[src/rtl/apple_spawner_multi.sv]
//==============================================================================
// Module   : apple_spawner_multi
// Purpose  : Keeps up to NUM_APPLES apples live on an X_MAX x Y_MAX grid.
//            Positions come from a free-running 16-bit Galois LFSR using
//            rejection sampling. Every BONUS_EVERY-th spawn is a bonus apple
//            that expires after BONUS_LIFE snake steps. When the head eats an
//            apple, the body-growth controller gets a one-cycle pulse with the
//            number of segments to add.
// Ports    : Clk_50mhz    - system clock
//            Rst_n        - asynchronous active-low reset
//            Step_en      - one-cycle pulse, snake head has moved
//            Head_x/y     - snake head coordinates
//            Apple_x/y    - packed slot coordinates (slot i at [i*W +: W])
//            Apple_type   - 1 = bonus, 0 = normal
//            Apple_valid  - slot holds a live apple
//            Body_add_sig - one-cycle growth pulse
//            Add_len      - segments to add (1 normal, 3 bonus), else 0
//            Eaten_onehot - eaten slot, valid with Body_add_sig, else 0
// Revision : 1.0 - initial release
//==============================================================================
`default_nettype none

module apple_spawner_multi #(
    parameter int          NUM_APPLES  = 3,
    parameter int          X_W         = 6,
    parameter int          Y_W         = 5,
    parameter int          X_MAX       = 39,
    parameter int          Y_MAX       = 29,
    parameter logic [15:0] LFSR_SEED   = 16'hACE1,
    parameter int          BONUS_EVERY = 4,
    parameter int          BONUS_LIFE  = 64
) (
    input  logic                      Clk_50mhz,
    input  logic                      Rst_n,
    input  logic                      Step_en,
    input  logic [X_W-1:0]            Head_x,
    input  logic [Y_W-1:0]            Head_y,
    output logic [NUM_APPLES*X_W-1:0] Apple_x,
    output logic [NUM_APPLES*Y_W-1:0] Apple_y,
    output logic [NUM_APPLES-1:0]     Apple_type,
    output logic [NUM_APPLES-1:0]     Apple_valid,
    output logic                      Body_add_sig,
    output logic [1:0]                Add_len,
    output logic [NUM_APPLES-1:0]     Eaten_onehot
);

    localparam int                 c_cnt_w    = $clog2(BONUS_EVERY);
    localparam logic [c_cnt_w-1:0] c_cnt_last = c_cnt_w'(BONUS_EVERY - 1);
    localparam logic [X_W-1:0]     c_x_max    = X_W'(X_MAX);
    localparam logic [Y_W-1:0]     c_y_max    = Y_W'(Y_MAX);
    localparam logic [7:0]         c_life     = 8'(BONUS_LIFE);
    // Right-shift Galois taps for x^16 + x^14 + x^13 + x^11 + 1
    localparam logic [15:0]        c_taps     = 16'hB400;

    // Registered state
    logic [15:0]           r_lfsr;
    logic [c_cnt_w-1:0]    r_spawn_cnt;
    logic [X_W-1:0]        r_x    [NUM_APPLES];
    logic [Y_W-1:0]        r_y    [NUM_APPLES];
    logic [7:0]            r_life [NUM_APPLES];
    logic [NUM_APPLES-1:0] r_valid;
    logic [NUM_APPLES-1:0] r_type;
    logic                  r_body_add;
    logic [1:0]            r_add_len;
    logic [NUM_APPLES-1:0] r_eaten;

    // Combinational decode
    logic [X_W-1:0]        w_cx;
    logic [Y_W-1:0]        w_cy;
    logic [NUM_APPLES-1:0] w_eat;
    logic [NUM_APPLES-1:0] w_expire;
    logic [NUM_APPLES-1:0] w_free_sel;
    logic                  w_eat_any;
    logic                  w_eat_bonus;
    logic                  w_expire_any;
    logic                  w_clash;
    logic                  w_in_range;
    logic                  w_spawn;
    logic                  w_spawn_bonus;

    assign w_cx = r_lfsr[X_W-1:0];
    assign w_cy = r_lfsr[X_W+Y_W-1:X_W];

    always_comb begin
        w_eat    = '0;
        w_expire = '0;
        w_clash  = (w_cx == Head_x) && (w_cy == Head_y);
        for (int i = 0; i < NUM_APPLES; i++) begin
            w_eat[i] = Step_en && r_valid[i] &&
                       (r_x[i] == Head_x) && (r_y[i] == Head_y);
            // Eating the slot takes priority over its expiry.
            w_expire[i] = Step_en && r_valid[i] && r_type[i] &&
                          !w_eat[i] && (r_life[i] == 8'd1);
            if (r_valid[i] && (r_x[i] == w_cx) && (r_y[i] == w_cy))
                w_clash = 1'b1;
        end
    end

    assign w_eat_any     = |w_eat;
    assign w_eat_bonus   = |(w_eat & r_type);
    assign w_expire_any  = |w_expire;
    assign w_in_range    = (w_cx <= c_x_max) && (w_cy <= c_y_max);

    // Lowest clear bit of r_valid: ~v & (v + 1) isolates it as a one-hot.
    assign w_free_sel    = ~r_valid & (r_valid + NUM_APPLES'(1));

    // Any eat or expiry this cycle blocks the spawn; the freed slot is only
    // offered to the spawner on the following cycle.
    assign w_spawn       = w_in_range && !w_clash && !w_eat_any &&
                           !w_expire_any && (w_free_sel != '0);
    assign w_spawn_bonus = (r_spawn_cnt == c_cnt_last);

    // LFSR, spawn counter and growth pulse
    always_ff @(posedge Clk_50mhz or negedge Rst_n) begin
        if (!Rst_n) begin
            r_lfsr      <= LFSR_SEED;
            r_spawn_cnt <= '0;
            r_body_add  <= 1'b0;
            r_add_len   <= 2'd0;
            r_eaten     <= '0;
        end else begin
            r_lfsr <= (r_lfsr >> 1) ^ (r_lfsr[0] ? c_taps : 16'h0000);
            if (w_spawn)
                r_spawn_cnt <= w_spawn_bonus ? '0 : r_spawn_cnt + 1'b1;
            r_body_add <= w_eat_any;
            r_add_len  <= w_eat_any ? (w_eat_bonus ? 2'd3 : 2'd1) : 2'd0;
            r_eaten    <= w_eat;
        end
    end

    // Apple slots
    always_ff @(posedge Clk_50mhz or negedge Rst_n) begin
        if (!Rst_n) begin
            r_valid <= '0;
            r_type  <= '0;
            for (int i = 0; i < NUM_APPLES; i++) begin
                r_x[i]    <= '0;
                r_y[i]    <= '0;
                r_life[i] <= '0;
            end
        end else begin
            for (int i = 0; i < NUM_APPLES; i++) begin
                if (w_eat[i] || w_expire[i]) begin
                    r_valid[i] <= 1'b0;
                    r_life[i]  <= 8'd0;
                end else if (w_spawn && w_free_sel[i]) begin
                    r_valid[i] <= 1'b1;
                    r_x[i]     <= w_cx;
                    r_y[i]     <= w_cy;
                    r_type[i]  <= w_spawn_bonus;
                    r_life[i]  <= w_spawn_bonus ? c_life : 8'd0;
                end else if (Step_en && r_valid[i] && r_type[i] &&
                             (r_life[i] != 8'd0)) begin
                    r_life[i] <= r_life[i] - 8'd1;
                end
            end
        end
    end

    // Output packing
    generate
        for (genvar g = 0; g < NUM_APPLES; g++) begin : g_pack
            assign Apple_x[g*X_W +: X_W] = r_x[g];
            assign Apple_y[g*Y_W +: Y_W] = r_y[g];
        end
    endgenerate

    assign Apple_type   = r_type;
    assign Apple_valid  = r_valid;
    assign Body_add_sig = r_body_add;
    assign Add_len      = r_add_len;
    assign Eaten_onehot = r_eaten;

endmodule

`default_nettype wire

[config.mk]
export PLATFORM = sky130hd
export DESIGN_NAME = apple_spawner_multi
export DESIGN_NICKNAME = d
export VERILOG_FILES = /design/src/rtl/apple_spawner_multi.sv
export SDC_FILE = /design/constraint.sdc
export NUM_CORES = 1
export LEC_CHECK = 0
export CAP_MARGIN = 25
export CELL_PAD_IN_SITES_DETAIL_PLACEMENT = 0
export CELL_PAD_IN_SITES_GLOBAL_PLACEMENT = 1
export CORE_AREA = 2 2 103 105
export DETAILED_ROUTE_END_ITERATION = 8
export DIE_AREA = 0 0 105 107
export GPL_TIMING_DRIVEN = 0
export HOLD_SLACK_MARGIN = 0.12
export PLACE_DENSITY_LB_ADDON = 0.1
export SYNTH_ARGS = -nofsm -noshare
export SYNTH_HDL_FRONTEND = slang
export SYNTH_SLANG_ARGS = --single-unit
[constraint.sdc]
create_clock -name Clk_50mhz -period 3.7 [get_ports Clk_50mhz]
set_input_delay 0.74 -clock Clk_50mhz [delete_from_list [all_inputs] [get_ports Clk_50mhz]]
set_output_delay 0.74 -clock Clk_50mhz [all_outputs]
set_load 0.01 [all_outputs]
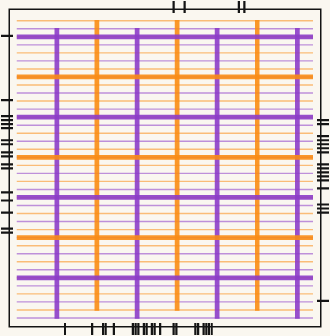
Figure 1: PDN straps and rails.
Pins as bars on the die edge.
| net | colour |
|---|---|
| VDD | orange |
| VSS | purple |
met5 straps: 7
signal pins: 59
met1 rails: 38
core area: 0.01009 mm2
Die W: 105 um
Die H: 107 um
VDD IR max: 221.5 uV

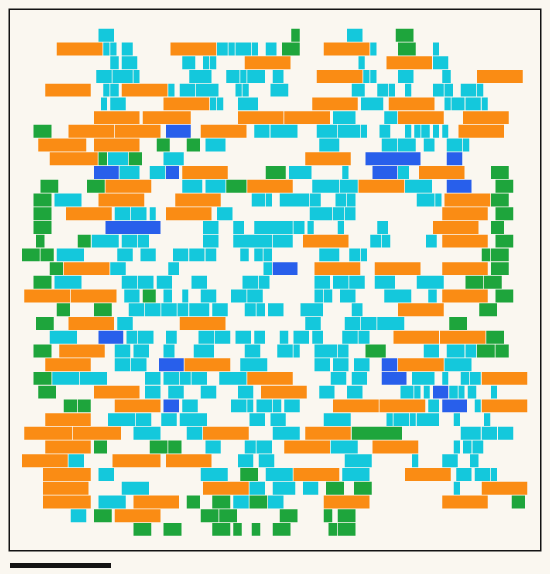
Figure 2: cell classes on the final placement.
Bar = 20 um.
| class | colour | cells |
|---|---|---|
| clock drivers and dummy loads | blue | 16 |
| other buffers and delay cells | green | 74 |
| all other logic | cyan | 290 |
| flip-flops | orange | 86 |
flop share of the area: 0.3852
Rows: 37
cell area after layout: 0.005613 mm2

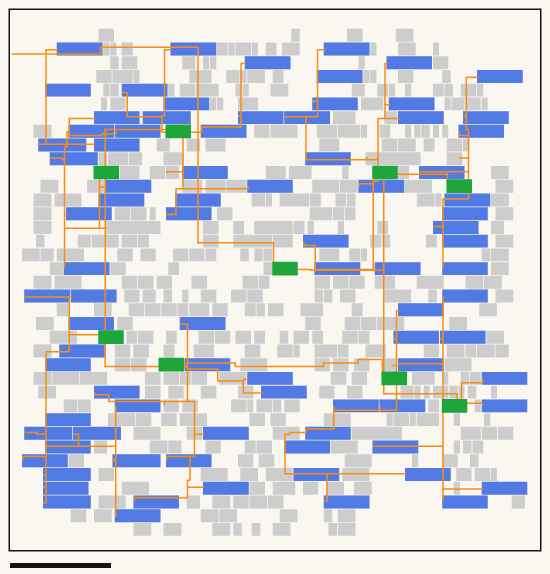
Figure 3: routed clock nets over the placement.
Bar = 20 um.
[flip-flops] blue | count: 86
[clock wires] orange | length: 1100 um
[cells driving clock nets] green | count: 9
routed clock nets: 10
clock share of power: 0.426
clk ins delay skew pair: 0.37 ns
clk_skew: 0.01206 ns

==> results.tsv <==
metric	value	unit
Initial Utilization	0.4678	
Setup violations, final	0	
worst slew pin tran	0.6773	ns
most frequent cell after synthesis	xnor2_1	
Port Buffers	47	
fin crit period	2.900	ns
delay-heaviest family, CP	simple AND/OR/NAND/NOR gates	
xor/xnor share	0.1818	
dpl cell area	0.005386	mm2
cts-stage hold buffer count	0	
Logic pwr share	0.043	
Switch Pwr	0.4109	mW
YS chip area	0.004721	mm2
Setup crit end kind	flip-flop	
predominant post-synthesis flop cell	dfrtp_1	
Routed WL	10370	um
Post-synth EDFFs	0	
Final Non-Filler Cells	602	
Fin. Hold Viols	0	
top sig layer	met4	
Finished Core Util	0.5562	
CTS root buf	clkbuf_8	
total grt overflow	0	
status	finished, final reports clean	
crit path from	Step_en	
gr busiest metal	met2	
total area of sequential cells	0.002162	mm2
syn_area_per_cell	11.74	um2
GR Util met1	0.2758	
synthesis-to-finish area growth	18.90	%
Fmax	344.9	MHz
simple share	0.1497	
Cells after Synth	402	
overall power	1.770	mW
RSZ-0062 raised after global routing	false	
Async S/R FF share, synth	1.000	
Post-synth top cells	84 x xnor2_1, 78 x dfrtp_1, 30 x nor2_1	
most frequent logic cell in the layout	xnor2_1	
CP max FO	10	
Reg with most FFs	r_life	
tool warnings	29	
critical path arrival	3.16	ns
H-tree levels	3	
Placer Congestion	0.8145	
CTS clk-pin slew, worst paths	0.09	ns
CTS tree	built	
grt met3 use	0.04742	
# resized after CTS	0	
logic share of the area	0.4160	
logic area	0.002335	mm2
Floorplan Nets	423	
FF-to-FF path depth	9	
total number of vias	3016	
Cell variety after synth	46	
Non-clock buffer share	0.1215	
combinational group power	0.0753	mW
power in the clock group	0.753	mW
adder share	0.01855	
slowest CP cell	clkdlybuf4s50_1	
worst setup margin	0.8004	ns
R2R Path End	Apple_x[17]	
Multi-In Gates	280	
Max Slew Vio Count	0	
post-route setup TNS	0	ns
routing usage on met2	0.3200	
Power Dens Cells	315.3	mW/mm2
Seq group	0.941	mW
Largest register FFs	24	
startpoint class of the critical path	input pin	
Cell area leaders	dfrtp_1 41%, xnor2_1 16%, mux2_4 8.3%	
Power is estimated from default activity; no workload was simulated.
